Run 1, congestion heat map:
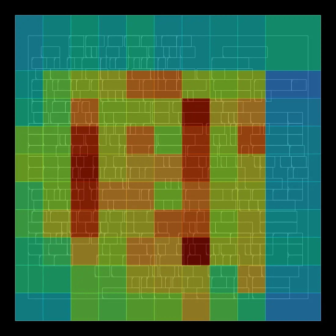
Run 1, metal 2:
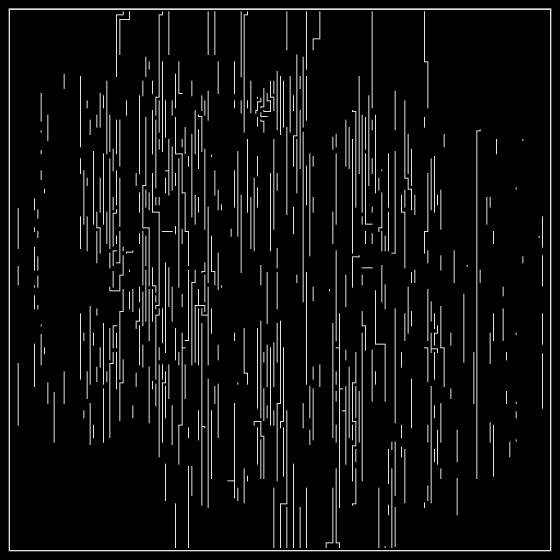
Run 1, met3 routing:
Bar = 20 um. Cells faint in the background.
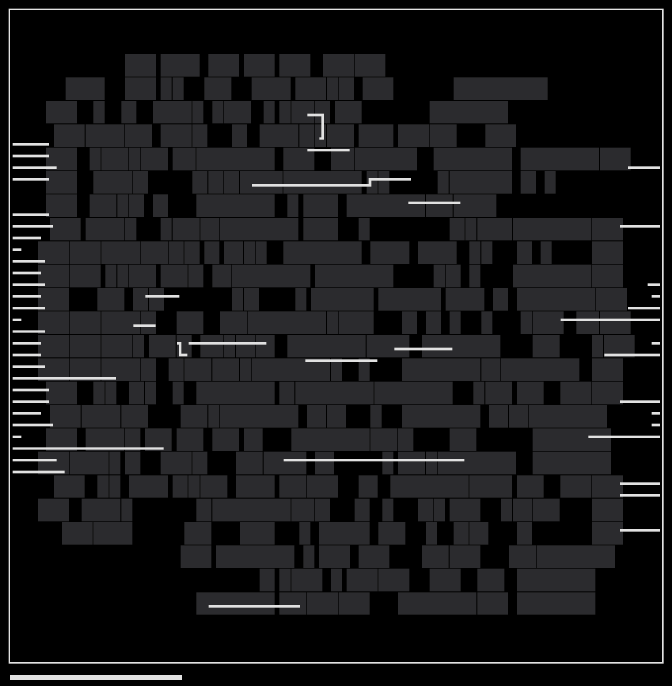
File: src/rtl/aoi_pipe_unit.sv
// Two-stage pipelined four-operand bitwise logic unit with valid/ready handshake,
// per-result popcount and a wrapping count of delivered results.
module aoi_pipe_unit #(
  parameter int WIDTH = 8,
  parameter int CNT_W = 16,
  localparam int PC_W = $clog2(WIDTH + 1)
) (
  input  logic             clk,
  input  logic             rst,
  input  logic             in_valid,
  output logic             in_ready,
  input  logic [WIDTH-1:0] in_a,
  input  logic [WIDTH-1:0] in_b,
  input  logic [WIDTH-1:0] in_c,
  input  logic [WIDTH-1:0] in_d,
  input  logic [1:0]       in_mode,
  output logic             out_valid,
  input  logic             out_ready,
  output logic [WIDTH-1:0] out_y,
  output logic [PC_W-1:0]  out_ones,
  output logic [CNT_W-1:0] out_cnt
);

  logic             s1_valid;
  logic [WIDTH-1:0] s1_y;
  logic [WIDTH-1:0] func_y;
  logic [PC_W-1:0]  s1_ones;
  logic             s2_adv;
  logic             s1_adv;

  assign s2_adv   = !out_valid || out_ready;
  assign s1_adv   = !s1_valid || s2_adv;
  assign in_ready = s1_adv;

  always_comb begin
    func_y = '0;
    unique case (in_mode)
      2'd0: func_y = (in_a & in_b) | (in_c | in_d);
      2'd1: func_y = (in_a | in_b) & (in_c | in_d);
      2'd2: func_y = (in_a & in_b) | (in_c & in_d);
      2'd3: func_y = in_a ^ in_b ^ in_c ^ in_d;
      default: func_y = '0;
    endcase
  end

  // Popcount is computed from the S1 register so it lands in S2 alongside the result.
  always_comb begin
    s1_ones = '0;
    for (int i = 0; i < WIDTH; i++) begin
      s1_ones = s1_ones + PC_W'(s1_y[i]);
    end
  end

  always_ff @(posedge clk or posedge rst) begin
    if (rst) begin
      s1_valid <= 1'b0;
      s1_y     <= '0;
    end else if (s1_adv) begin
      s1_valid <= in_valid;
      if (in_valid) begin
        s1_y <= func_y;
      end
    end
  end

  always_ff @(posedge clk or posedge rst) begin
    if (rst) begin
      out_valid <= 1'b0;
      out_y     <= '0;
      out_ones  <= '0;
    end else if (s2_adv) begin
      out_valid <= s1_valid;
      if (s1_valid) begin
        out_y    <= s1_y;
        out_ones <= s1_ones;
      end
    end
  end

  always_ff @(posedge clk or posedge rst) begin
    if (rst) begin
      out_cnt <= '0;
    end else if (out_valid && out_ready) begin
      out_cnt <= out_cnt + 1'b1;
    end
  end

endmodule

File: config.mk
export PLATFORM = sky130hd
export DESIGN_NAME = aoi_pipe_unit
export DESIGN_NICKNAME = d
export VERILOG_FILES = /design/src/rtl/aoi_pipe_unit.sv
export SDC_FILE = /design/constraint.sdc
export NUM_CORES = 1
export LEC_CHECK = 0
export CAP_MARGIN = 10
export CORE_MARGIN = 3
export CORE_UTILIZATION = 48
export DETAILED_ROUTE_END_ITERATION = 10
export PLACE_DENSITY = 0.85
export SLEW_MARGIN = 20
export SYNTH_ARGS = -nofsm -noshare
export SYNTH_HDL_FRONTEND = slang
export SYNTH_SLANG_ARGS = --single-unit
File: constraint.sdc
create_clock -name clk -period 3.26 [get_ports clk]
set_input_delay 0.978 -clock clk [delete_from_list [all_inputs] [get_ports clk]]
set_output_delay 0.978 -clock clk [all_outputs]
set_load 0.01 [all_outputs]
==> run notes, run 1 <==
run metrics: Avg Vias per Cell 5.17, Pleak 1.42 nW, ys async rst share 1.00, Synth top area share 0.407, Commonest flop dfrtp_1, Placement Setup Slack 0.0498 ns, placed insts 371, met1 Usage GRT 0.219, Commonest Layout Cell clkdlybuf4s50_1, initial antenna violation count 0, min cycle time layout 2.95 ns, Skew-Pair Late Insertion Delay 0.29 ns, Slew headroom 0.691, max cap viols 0, Synth Instances 242, Syn Area/Cell 9.66 sq um, EDFF count, synth 0, Crit Path Max Fanout 3, CP startpoint kind register, Pwr Density 555 nW/um^2, FP Util 0.516, Remaining Overflow, GRT 0, Worst Path Arrival 3.15 ns, Final Setup Violations 0, Hold Path Stages 1, layout cells sized above 1 0.0637, ranking of synthesized cells by area dfrtp_1, ha_1, xnor2_1, inv_1, o21ai_0, CTS Root Cell clkbuf_8, fin cells 379, FF-to-FF setup slack 0.31 ns, CP cell instances fa_1 -> inv_1 -> fa_1 -> fa_1 -> inv_1 -> ha_1 -> inv_1 -> fa_1 -> xor2_1 -> o21ai_0, Worst Max-Slew Pin Slew 0.463 ns, CTS clk-pin slew, worst paths 0.07 ns, Hold Vio Cnt, Final 0, DP Area 3080 sq um, fin area 3200 sq um, Synth area leader dfrtp_1, total power 1.77 mW, DRC 0, DRT iter0 DRCs 89, Synth Seq Share 0.407, final setup TNS 0 ns, Synth Warn # 0, Core ar. 4530 sq um, CTS tree built, CTS Sinks 38, status complete, no violations, Inserted Diodes 0, antenna-violating nets left 0, met2 Track Usage GR 0.338, Worst Hold End out_cnt[15], top logic cells by instance count in the layout clkdlybuf4s50_1, dfrtp_1, inv_1, xnor2_1, Top cell by count, worst path fa_1, CTS Buf Count 5, die height 75.8 um, element type at the critical path end register, RePlAce Congestion 0.775, syn nets 304, CP max stage cell fa_1, Synth flops 38, post-synthesis cell area 2340 sq um, Peak VDD IR 0.000197 V, HP Start out_cnt[15], Tot GR Track Use 0.190, worst reg2reg startpoint s1_y[0], R2R depth 10, Post-DP HPWL 3890 um, tool warnings 34
## Picture notes: 'congestion heat map'
GRT Max-Usage Layer: met2
wire per inst: 12.6 um

## Picture notes: 'metal 2'
wire length on this layer: 2430 um
main direction: vertical
via count: 1959
routed wire length: 4790 um

## Picture notes: 'met3 routing'
nets with wire on the layer: 49
wire length on this layer: 268 um
longest straight run: 20.7 um
main direction: horizontal
GRT met3 Usage: 0.0462

==> run 1: layout make-up <==
| type | instances | area [sq um] | area share |
|---|---|---|---|
| timing repair buffer | 69 | 688 | 0.215 |
| sequential | 38 | 951 | 0.298 |
| clock buffer | 5 | 68.8 | 0.0215 |
| clock inverter | 3 | 40.0 | 0.0125 |
| multi-input combinational | 171 | 1260 | 0.395 |
| inverter | 28 | 105 | 0.0329 |
| tap | 65 | 81.3 | 0.0255 |
==> run 1: layer usage <==
layer / routed length [um] / up-vias / share of wire
met5: 0 / - / 0
met4: 49 / 0 / 0.010
met3: 267 / 5 / 0.056
met2: 2430 / 62 / 0.51
met1: 2040 / 931 / 0.43
li1: - / 961 / -
==> run 1: flip-flops by register name (all words and copies together), names as in the netlist <==
register	count
out_cnt	16
out_y	8
out_valid	1
out_ones	4
s1_y	8
s1_valid	1
==> run 1: what timing repair did <==
action,CTS,global route
setup endpoints to repair,0,1
resized,0,1
endpoints found under the hold margin,0,0
==> run 1: critical path: cells and delay by family, from the launching register on <==
family | cells | cell delay, ns
DFF | 1 | 0.41
adders and majority gates | 5 | 1.98
xor gates and xnor gates | 1 | 0.14
buffers and inverters | 3 | 0.16
AOI/OAI and AO/OA | 1 | 0.17
==> run 1: synth_stat cells, types with 2 or more instances <==
library cell / n
o311ai_0: 6
nand2_1: 20
o221ai_1: 3
mux2_2: 6
nand4_1: 4
nor2_1: 16
nand2b_1: 3
buf_2: 2
fa_1: 4
clkbuf_1: 3
inv_1: 28
xor2_1: 7
dfrtp_1: 38
nand3_1: 6
o21ai_0: 20
o22ai_1: 3
xnor2_1: 25
ha_1: 20
and2_1: 2
o31ai_1: 2
a21oi_1: 15
==> run 1: logic make-up (layout without fill, tap and decap cells) <==
family,after synthesis,count (layout),synth area share
and+or+nand+nor,58,58,0.119
adders and majority gates,24,24,0.141
DFF,38,38,0.407
buffers and inverters,33,105,0.0540
xor gates and xnor gates,32,32,0.120
AOI/OAI and AO/OA,51,51,0.130
muxes,6,6,0.0289
==> run 1: where the power goes <==
part           switching (mW)  internal (mW)
logic                   0.326          0.390
registers              0.0929          0.580
clock network           0.160          0.225
==> run 1: worst max-delay path by stage <==
stage / from / to / slack (ns) / cells after the start
6_report: s1_y[0] / out_ones[2] / 0.31 / 10
3_5_place_dp: out_ready / in_ready / 0.05 / 3
4_1_cts: out_ready / in_ready / 0.03 / 3
5_1_grt: s1_y[0] / out_ones[2] / 0.16 / 10
2_1_floorplan: s1_y[0] / out_ones[2] / 0.47 / 10
3_3_place_gp: out_ready / in_ready / 0.05 / 3
Run 1, signal wires on met1:
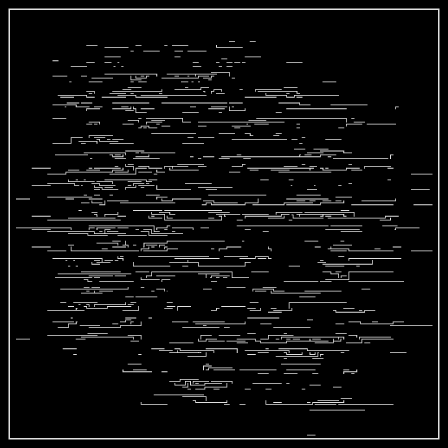

==> run 2: changes to the inputs <==
Settings changed: CORE_UTILIZATION 48 to 49, CTS_BUF_LIST from default to sky130_fd_sc_hd__clkbuf_4, PLACE_DENSITY 0.85 to 0.86.
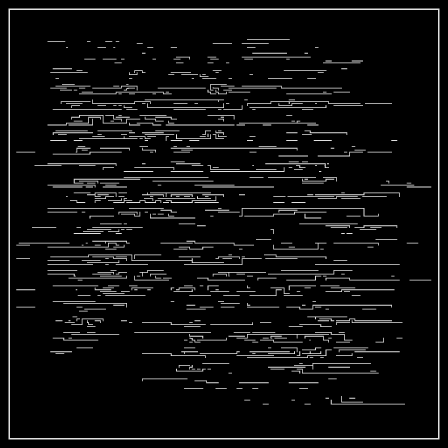
Run 2: signal wires on met1
longest straight run: 22.1 um
wire length on this layer: 2130 um
nets with wire on the layer: 311
share of all routed wire: 43%

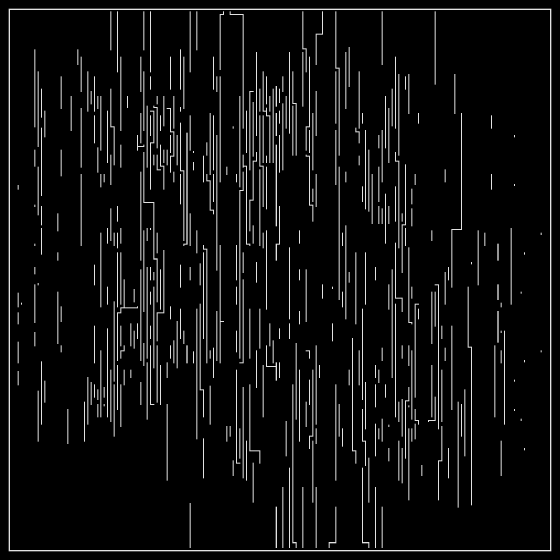
Run 2: metal 2
main direction: vertical
nets with wire on the layer: 319
wire length on this layer: 2390 um
share of all routed wire: 49%
longest straight run: 23.3 um
met2 Track Usage GR: 0.323
routed wire length: 4910 um

==> run notes, run 2 <==
run metrics: post-synthesis cell area 2340 sq um, R2R depth 10, final setup TNS 0 ns, Slew headroom 0.685, die height 75.1 um, met1 Usage GRT 0.208, max cap viols 0, syn nets 304, Peak VDD IR 0.000243 V, Core ar. 4470 sq um, ys async rst share 1.00, antenna-violating nets left 0, GRT met3 Usage 0.0587, Avg Vias per Cell 5.26, Inserted Diodes 0, Pleak 1.41 nW, EDFF count, synth 0, Flop area 951 sq um, Synth flops 38, Resize count post-CTS 0, Post-DP HPWL 3940 um, Placement Setup Slack 0.0859 ns, Synth Warn # 0, CTS Root Cell clkbuf_4, layout cells sized above 1 0.0605, sw frac 0.321, Comb pwr share 0.398, Largest Register out_cnt, Crit Path Max Fanout 4, CTS Sinks 38, Tot GR Track Use 0.187, Final Setup Violations 0, Hold Path Stages 1, status complete, no violations, initial antenna violation count 0, fin cells 366, total power 1.77 mW, Synth Seq Share 0.407, via count 1924, ranking of synthesized cells by area dfrtp_1, ha_1, xnor2_1, inv_1, o21ai_0, RePlAce Congestion 0.804, Seq pwr share 0.379, count leader, synth dfrtp_1, Synth Instances 242, Skew-Pair Late Insertion Delay 0.35 ns, Combinational Area 1260 sq um, Commonest Layout Cell clkdlybuf4s50_1, synth cell count leaders dfrtp_1, inv_1, xnor2_1, min cycle time layout 3.18 ns, placed insts 358
[run 2: final cells by class]
cell class	instances	share of cell area
clock buffer	5	0.0118
clock inverter	3	0.0201
inverter	28	0.0332
multi-input combinational	171	0.398
sequential	38	0.300
tap	52	0.0205
timing repair buffer	69	0.216
[run 2: worst paths after layout]
path	startpoint	endpoint	slack, ns
hold / removal	out_cnt[15]	out_cnt[15]	0.48
hold reg to reg	out_cnt[15]	out_cnt[15]	0.48
setup reg to reg	s1_y[0]	out_ones[2]	0.31
setup / recovery	out_ready	in_ready	0.08
min in group asynchronous	rst	out_y[7]	1.05
max in group asynchronous	rst	out_cnt[3]	1.89
[run 2: metal layers]
layer | up-vias | wire [um]
met3 | 8 | 308
met2 | 65 | 2390
met5 | - | 0
met4 | 0 | 81
li1 | 958 | -
met1 | 893 | 2130
[run 2: cells by family after synthesis]
| kind of cell | Yosys count | synth area share |
|---|---|---|
| fa+ha+maj | 24 | 0.141 |
| compound gates | 51 | 0.130 |
| flops | 38 | 0.407 |
| buf+inv | 33 | 0.0540 |
| mux | 6 | 0.0289 |
| xor+xnor | 32 | 0.120 |
| simple gates | 58 | 0.119 |
[run 2: worst max-delay path, stage by stage]
cell	delay, ns
clkdlybuf4s50_1	0.50
nand3b_1	0.17
clkdlybuf4s50_1	0.56
[run 2: power groups by stage]
stage | Clock [mW] | Sequential (mW) | Combinational (mW)
finish | 0.393 | 0.670 | 0.704
global route | 0.414 | 0.685 | 0.782
CTS | 0.400 | 0.671 | 0.715
detailed placement | 0 | 0.681 | 0.712
global placement | 0 | 0.676 | 0.680
floorplan | 0 | 0.707 | 0.356
Run 2, congestion heat map:
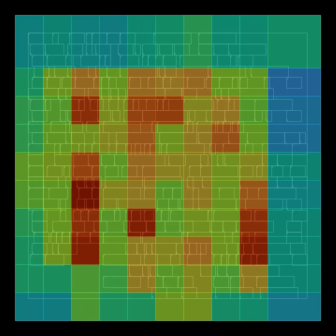

==> run 3: changes to the inputs <==
Settings changed: RECOVER_POWER from default to 50.
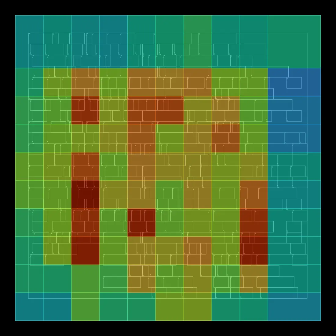
Run 3: congestion heat map
GRT met3 Usage: 0.0587
final core occ: 0.706
Tot GR Track Use: 0.187
met1 Usage GRT: 0.208
wire per inst: 13.4 um

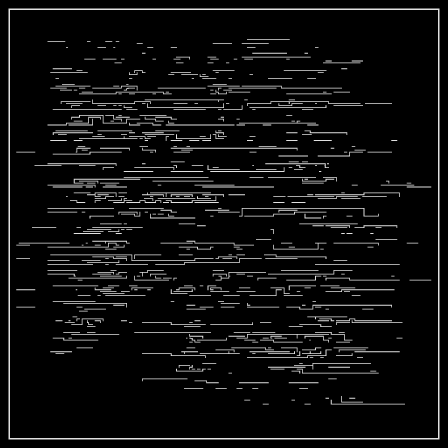
Run 3: signal wires on met1
nets with wire on the layer: 311
longest straight run: 22.1 um
main direction: horizontal
share of all routed wire: 43%

==> run notes, run 3 <==
run metrics: status finished with violations, failing checks capacitance limit, slew limit, Pleak 1.41 nW, CTS Root Cell clkbuf_4, Largest Register out_cnt, Avg Vias per Cell 5.26, Commonest Layout Cell clkdlybuf4s50_1, DRC 0, switching power 0.565 mW, Crit Path Max Fanout 4, tool warnings 34, ys async rst share 1.00, CP startpoint kind input pin, CTS clk-pin slew, worst paths 0.11 ns, synth cell count leaders dfrtp_1, inv_1, xnor2_1, Inserted Diodes 0, internal power 1.20 mW, fin area 3160 sq um, Synth top area share 0.407, layout cells sized above 1 0.0478, fin. max-slew vios 39, Synth Seq Share 0.407, EDFF count, synth 0, Resize count post-CTS 0, Hold Path Stages 1, Comb pwr share 0.397, Combinational Area 1260 sq um, ranking of synthesized cells by area dfrtp_1, ha_1, xnor2_1, inv_1, o21ai_0, initial antenna violation count 0, Seq pwr share 0.380, met3 wire length 306 um, R2R depth 10, Synth flops 38, DR top layer met4, sw frac 0.321, Slew headroom -0.281, Commonest flop dfrtp_1, met1 WL 2130 um, die height 75.1 um, Synth Warn # 0, Syn Area/Cell 9.66 sq um, max cap viols 1, biggest regs out_cnt x16, out_y x8, s1_y x8, CTS Buf Count 5, post-synthesis cell area 2340 sq um, syn nets 304, final setup TNS 0 ns, Worst Path Arrival 2.21 ns, via count 1926, met2 WL 2400 um, Post-DP HPWL 3940 um, number of flip-flops in the largest register 16, DRT iter0 DRCs 58, FP Util 0.523, clock power share 0.223, element type at the critical path end output pin, routed wire length 4910 um, Synth area leader dfrtp_1, Skew-Pair Late Insertion Delay 0.35 ns, Synth Instances 242, Core ar. 4470 sq um, top logic cells by instance count in the layout clkdlybuf4s50_1, dfrtp_1, inv_1, xnor2_1, nand2_1, count leader, synth dfrtp_1, Peak VDD IR 0.000243 V
run 3: power groups by stage:
stage,registers [mW],logic [mW],clock network [mW]
2_1_floorplan,0.707,0.356,0
3_3_place_gp,0.676,0.680,0
3_5_place_dp,0.681,0.712,0
4_1_cts,0.671,0.715,0.400
5_1_grt,0.685,0.779,0.414
6_report,0.670,0.700,0.394
run 3: final timing paths:
| kind | start | end |
|---|---|---|
| max in group asynchronous | rst | out_cnt[3] |
| hold reg to reg | out_cnt[15] | out_cnt[15] |
| min in group asynchronous | rst | out_y[7] |
| setup / recovery | out_ready | in_ready |
| setup reg to reg | s1_y[0] | out_ones[2] |
| hold / removal | out_cnt[15] | out_cnt[15] |
run 3: cells by family after synthesis:
logic type / share of synthesized area
AND-OR/OR-AND: 0.130
XOR/XNOR: 0.120
adder cells (fa/ha/maj): 0.141
buffers and inverters: 0.0540
flip-flops: 0.407
multiplexers: 0.0289
AND/OR/NAND/NOR: 0.119
run 3: critical path: stages:
cell and delay (ns):
clkdlybuf4s50_1 0.50, nand3b_1 0.17, clkdlybuf4s50_1 0.56
run 3: per-stage QoR:
step	setup slack, ns	instances	hold WS, ns
after global placement	0.0705	358	0.460
after floorplan	0.469	242	0.456
after global routing	0.0361	366	0.508
after CTS	0.0686	366	0.489
final	0.0746	366	0.479
after detailed placement	0.0859	358	0.470
run 3: per-layer routing:
layer,track usage,vias to the layer above
met4,0.0889,0
met1,0.208,892
met2,0.323,67
met3,0.0587,8
met5,0,-
li1,-,959
run 3: area by class of cell:
type                       count  share of cell area
inverter                      28              0.0333
timing repair buffer          69               0.215
multi-input combinational    171               0.398
clock buffer                   5              0.0119
tap                           52              0.0206
clock inverter                 3              0.0202
sequential                    38               0.301
Power is estimated from default activity; no workload was simulated.
